**src/rtl/program_loader.sv**
```systemverilog
// ============================================================================
// program_loader
// ----------------------------------------------------------------------------
// Purpose:
//   Receives a program image over a valid/ready word stream and writes it into
//   separate data and instruction BRAMs. It holds the core PC stalled until
//   loading completes. The image has this layout:
//     word 0 : ND  (data word count, bits [15:0])
//     word 1 : NI  (instruction word count, bits [15:0])
//     ND data words, then NI instruction words
//     [one checksum word when LOADER_CHECKSUM_EN is defined]
//   Bad header counts (NI=0, ND>MAX_WORDS or NI>MAX_WORDS) abort to ERR.
//   A start pulse in RUN or ERR begins a new session.
//
// Configuration macro:
//   LOADER_CHECKSUM_EN - adds the CHK state. In CHK the loader accepts one
//                        extra word that must equal the XOR of all payload
//                        words; a match leads to RUN, a mismatch to ERR.
//
// Ports:
//   clk              in   clock, rising-edge
//   rst              in   asynchronous active-low reset
//   start            in   one-cycle pulse, begins a load session
//   s_valid          in   stream word offered
//   s_data[31:0]     in   stream word
//   s_ready          out  loader accepts the stream word this cycle
//   i_w_addr[9:0]    out  instruction BRAM byte write address
//   i_w_dat[31:0]    out  instruction BRAM write data
//   i_w_enb          out  instruction BRAM write enable
//   d_w_addr[9:0]    out  data BRAM byte write address
//   d_w_dat[31:0]    out  data BRAM write data
//   d_w_enb          out  data BRAM write enable
//   d_bram_init_done out  data BRAM ownership handed to the core
//   pc_stall         out  hold the core PC
//   done             out  load complete, core running
//   error            out  session aborted
// ============================================================================
module program_loader #(
    parameter int unsigned MAX_WORDS = 256
) (
    input  logic        clk,
    input  logic        rst,
    input  logic        start,
    input  logic        s_valid,
    input  logic [31:0] s_data,
    output logic        s_ready,
    output logic [9:0]  i_w_addr,
    output logic [31:0] i_w_dat,
    output logic        i_w_enb,
    output logic [9:0]  d_w_addr,
    output logic [31:0] d_w_dat,
    output logic        d_w_enb,
    output logic        d_bram_init_done,
    output logic        pc_stall,
    output logic        done,
    output logic        error
);

    localparam logic [2:0] IDLE   = 3'd0;
    localparam logic [2:0] HDR_D  = 3'd1;
    localparam logic [2:0] HDR_I  = 3'd2;
    localparam logic [2:0] LOAD_D = 3'd3;
    localparam logic [2:0] LOAD_I = 3'd4;
    localparam logic [2:0] RUN    = 3'd5;
    localparam logic [2:0] ERR    = 3'd6;
`ifdef LOADER_CHECKSUM_EN
    localparam logic [2:0] CHK    = 3'd7;
`endif

    localparam logic [16:0] MAX_W = 17'(MAX_WORDS);

    logic [2:0]  r_state;
    logic [15:0] r_nd;
    logic [15:0] r_ni;
    logic [15:0] r_cnt;
    logic        r_s_ready;
    logic [9:0]  r_i_w_addr;
    logic [31:0] r_i_w_dat;
    logic        r_i_w_enb;
    logic [9:0]  r_d_w_addr;
    logic [31:0] r_d_w_dat;
    logic        r_d_w_enb;
    logic        r_init_done;
    logic        r_pc_stall;
    logic        r_done;
    logic        r_error;
`ifdef LOADER_CHECKSUM_EN
    logic [31:0] r_xor;
`endif

    logic [2:0]  w_next;
    logic        w_acc;
    logic        w_hdr_bad;
    logic        w_last_d;
    logic        w_last_i;
    logic [9:0]  w_addr;
    logic        w_ready_next;
    logic        w_init_next;

    assign w_acc     = s_valid && r_s_ready;
    assign w_last_d  = (r_cnt == r_nd - 16'd1);
    assign w_last_i  = (r_cnt == r_ni - 16'd1);
    assign w_addr    = 10'(r_cnt << 2);
    // NI comes straight from the stream; ND was latched from word 0.
    assign w_hdr_bad = (s_data[15:0] == 16'd0) ||
                       ({1'b0, r_nd} > MAX_W) ||
                       ({1'b0, s_data[15:0]} > MAX_W);

    always_comb begin
        w_next = r_state;
        case (r_state)
            IDLE:   if (start) w_next = HDR_D;
            HDR_D:  if (w_acc) w_next = HDR_I;
            HDR_I: begin
                if (w_acc) begin
                    if (w_hdr_bad)          w_next = ERR;
                    else if (r_nd == 16'd0) w_next = LOAD_I;
                    else                    w_next = LOAD_D;
                end
            end
            LOAD_D: if (w_acc && w_last_d) w_next = LOAD_I;
`ifdef LOADER_CHECKSUM_EN
            LOAD_I: if (w_acc && w_last_i) w_next = CHK;
            CHK:    if (w_acc) w_next = (s_data == r_xor) ? RUN : ERR;
`else
            LOAD_I: if (w_acc && w_last_i) w_next = RUN;
`endif
            RUN:    if (start) w_next = HDR_D;
            ERR:    if (start) w_next = HDR_D;
            default: w_next = IDLE;
        endcase
    end

    always_comb begin
        w_ready_next = (w_next == HDR_D) || (w_next == HDR_I) ||
                       (w_next == LOAD_D) || (w_next == LOAD_I);
`ifdef LOADER_CHECKSUM_EN
        w_ready_next = w_ready_next || (w_next == CHK);
`endif
    end

    // Ownership handoff: becomes 1 one cycle into LOAD_I (i.e. the cycle after
    // the last data write pulse, or after LOAD_I entry when ND=0) and stays 1
    // until the session leaves the post-data states.
    always_comb begin
        w_init_next = 1'b0;
        if ((w_next == LOAD_I) || (w_next == RUN)
`ifdef LOADER_CHECKSUM_EN
            || (w_next == CHK)
`endif
           ) begin
            w_init_next = r_init_done || (r_state == LOAD_I);
        end
    end

    always_ff @(posedge clk or negedge rst) begin
        if (!rst) begin
            r_state     <= IDLE;
            r_nd        <= '0;
            r_ni        <= '0;
            r_cnt       <= '0;
            r_s_ready   <= 1'b0;
            r_i_w_addr  <= '0;
            r_i_w_dat   <= '0;
            r_i_w_enb   <= 1'b0;
            r_d_w_addr  <= '0;
            r_d_w_dat   <= '0;
            r_d_w_enb   <= 1'b0;
            r_init_done <= 1'b0;
            r_pc_stall  <= 1'b1;
            r_done      <= 1'b0;
            r_error     <= 1'b0;
        end else begin
            r_state <= w_next;

            if (w_acc && (r_state == HDR_D)) r_nd <= s_data[15:0];
            if (w_acc && (r_state == HDR_I)) r_ni <= s_data[15:0];

            // Counter restarts on every state change, so each LOAD state starts at 0.
            if (w_next != r_state) begin
                r_cnt <= '0;
            end else if (w_acc && ((r_state == LOAD_D) || (r_state == LOAD_I))) begin
                r_cnt <= r_cnt + 16'd1;
            end

            r_d_w_enb <= w_acc && (r_state == LOAD_D);
            if (w_acc && (r_state == LOAD_D)) begin
                r_d_w_addr <= w_addr;
                r_d_w_dat  <= s_data;
            end

            r_i_w_enb <= w_acc && (r_state == LOAD_I);
            if (w_acc && (r_state == LOAD_I)) begin
                r_i_w_addr <= w_addr;
                r_i_w_dat  <= s_data;
            end

            r_s_ready   <= w_ready_next;
            r_init_done <= w_init_next;
            r_pc_stall  <= (w_next != RUN);
            r_done      <= (w_next == RUN);
            r_error     <= (w_next == ERR);
        end
    end

`ifdef LOADER_CHECKSUM_EN
    // Running XOR of the payload words only; cleared while the header is taken.
    always_ff @(posedge clk or negedge rst) begin
        if (!rst) begin
            r_xor <= '0;
        end else if (r_state == HDR_I) begin
            r_xor <= '0;
        end else if (w_acc && ((r_state == LOAD_D) || (r_state == LOAD_I))) begin
            r_xor <= r_xor ^ s_data;
        end
    end
`endif

    assign s_ready          = r_s_ready;
    assign i_w_addr         = r_i_w_addr;
    assign i_w_dat          = r_i_w_dat;
    assign i_w_enb          = r_i_w_enb;
    assign d_w_addr         = r_d_w_addr;
    assign d_w_dat          = r_d_w_dat;
    assign d_w_enb          = r_d_w_enb;
    assign d_bram_init_done = r_init_done;
    assign pc_stall         = r_pc_stall;
    assign done             = r_done;
    assign error            = r_error;

endmodule
```
**config.mk**
```make
export PLATFORM = sky130hd
export DESIGN_NAME = program_loader
export DESIGN_NICKNAME = d
export VERILOG_FILES = /design/src/rtl/program_loader.sv
export SDC_FILE = /design/constraint.sdc
export NUM_CORES = 1
export LEC_CHECK = 0
export CAP_MARGIN = 20
export CELL_PAD_IN_SITES_DETAIL_PLACEMENT = 0
export CELL_PAD_IN_SITES_GLOBAL_PLACEMENT = 1
export CORE_UTILIZATION = 37
export DETAILED_ROUTE_END_ITERATION = 10
export GPL_TIMING_DRIVEN = 0
export HOLD_SLACK_MARGIN = 0.12
export PLACE_DENSITY = 0.77
export SLEW_MARGIN = 20
export SYNTH_ARGS = -nofsm -noshare
export SYNTH_HDL_FRONTEND = slang
export SYNTH_SLANG_ARGS = --single-unit
```
**constraint.sdc**
```tcl
create_clock -name clk -period 2.6 [get_ports clk]
set_input_delay 0.26 -clock clk [delete_from_list [all_inputs] [get_ports clk]]
set_output_delay 0.26 -clock clk [all_outputs]
set_load 0.005 [all_outputs]
```
Fig. 1: signal wires by layer
Only two layers are drawn.
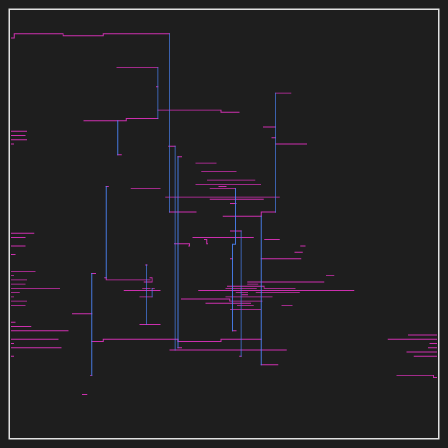
layer	colour	wire length
metal 3	magenta	903 um
metal 4	blue	467 um
Detailed Route WL: 18.60 mm
GR Util All Layers: 20.40%

Fig. 2: metal 2
Cells faint in the background.
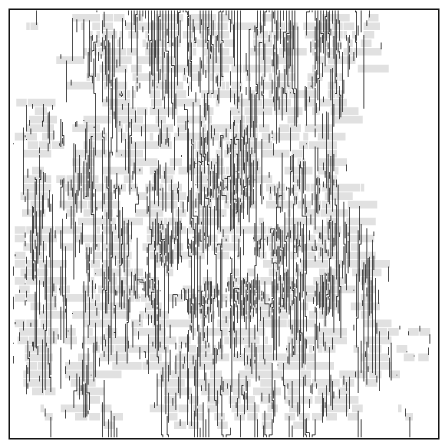
main direction	vertical
nets with wire on the layer	760
longest straight run	46.9 um
wire length on this layer	9370 um
share of all routed wire	50%
Vias: 5516
routing usage on met2: 33.47%

==> results.ini <==
[cts]
cts_hold_buf = 1
worstSkewPairLatency_ps = 420
cts_resized = 46
clockBufferDepth = 2
cts.clk_slew.worst_paths_ps = 60

[finish]
drive_above_1_share_pct = 24.97
area_growth_pct = 38.81
multi_input_comb_cells = 456
comb_share_pct = 36.18
clk_share_pct = 5.710
final_cell_mix = 127 x dfrtp_1, 121 x nand2_1, 121 x clkdlybuf4s50_1
num_antenna_cells = 0
inv_count = 18
mi_logic_area_sq_um = 3393
fin_area_sq_um = 9379
area_dominant_class = sequential cells
bufAreaShareNonClock_pct = 17.33

[global_route]
antenna_found_initial = 0
grt_max_degree = 80
grt_pass1_wl_mm = 28.90
use_met3_pct = 5.074
grt_remaining_overflow = 0

[hold_path]
min_to = d_w_dat[17]$_DFFE_PN0P_
hold_path.class = input pin to register
min_from = s_data[17]

[timing]
fin_crit_ps = 2790
drv_slew = 0
setup_violations = 21
fin_ws_ps = -189.7
hold_ws_ps = 399.7
rsz0062_at_grt = yes
tns_ps = -3420

[logic_synthesis]
ys_ff = 138
synthAoiAreaFrac_pct = 6.648
syn_avg_cell_area_sq_um = 10.49
mux_area_share_pct = 12.46
syn_area_sq_um = 6756
yosysWarnings = 0
synthXorXnorAreaFrac_pct = 6.611
yosysTopAreaCell = dfrtp_1
synth-edff-count = 0
top_cells_by_count = 137 x dfrtp_1, 124 x nand2_1, 73 x mux2_2
synth.logic.top_family = simple AND/OR/NAND/NOR gates
synthAdderAreaFrac_pct = 0.5556
ys_seq_share_pct = 51.13
top_cells_by_area = dfrtp_1 51%, mux2_2 12%, nand2_1 6.9%
flop_cell = dfrtp_1

[setup_path]
crit_cells = 9
crit_chain = or4_4 -> and4b_1 -> xor2_1 -> a311oi_2 -> a2111oi_4 -> nand2_2 -> a21oi_4 -> buf_6 -> nor3_2
regToRegStartpoint = r_nd[9]$_DFFE_PN0P_
crit_end = r_cnt[11]$_DFFE_PN0P_
critPathBufInv = 1
critical_path.startpoint = r_nd[9]$_DFFE_PN0P_
cpMaxStageDelayCell = or4_4
start_kind = register
cp_max_fo = 10
critPathKind = register to register
worstSetupEndpointType = register
critPathRequiredTime_ps = 2900
slowest_delay_ps = 550

[power]
p_clk_mw = 2.18
power_mw = 10.34
clockPowerShare_pct = 21.1
power.leakage_nw = 3.962
powerSeq_mw = 3.61
p_per_area_nw_per_um2 = 1102
power_leader = combinational cells
p_switching_mw = 3.703
comb_cell_power_mw = 4.55

[floorplanning]
rows = 49
tap_cells = 229
chipArea_sq_um = 18800
num_io_pins = 127
core_area_sq_um = 17900
initial_core_util_pct = 37.74
die_w_um = 137.1

[routing]
wl_per_cell_um = 17.65
routedLengthMet1_mm = 7.861
drt_iter0_drc = 307
avgViaCountPerCell = 5.233

[placed_design]
placed_cells = 999
gp_congestion = 0.9531
dp_slack_ps = -669.4
hpwl_mm = 13.05
placed_area_sq_um = 8308

[run_status]
violations = negative setup slack
status = finished, violations left

[flow_run]
warnings = 28

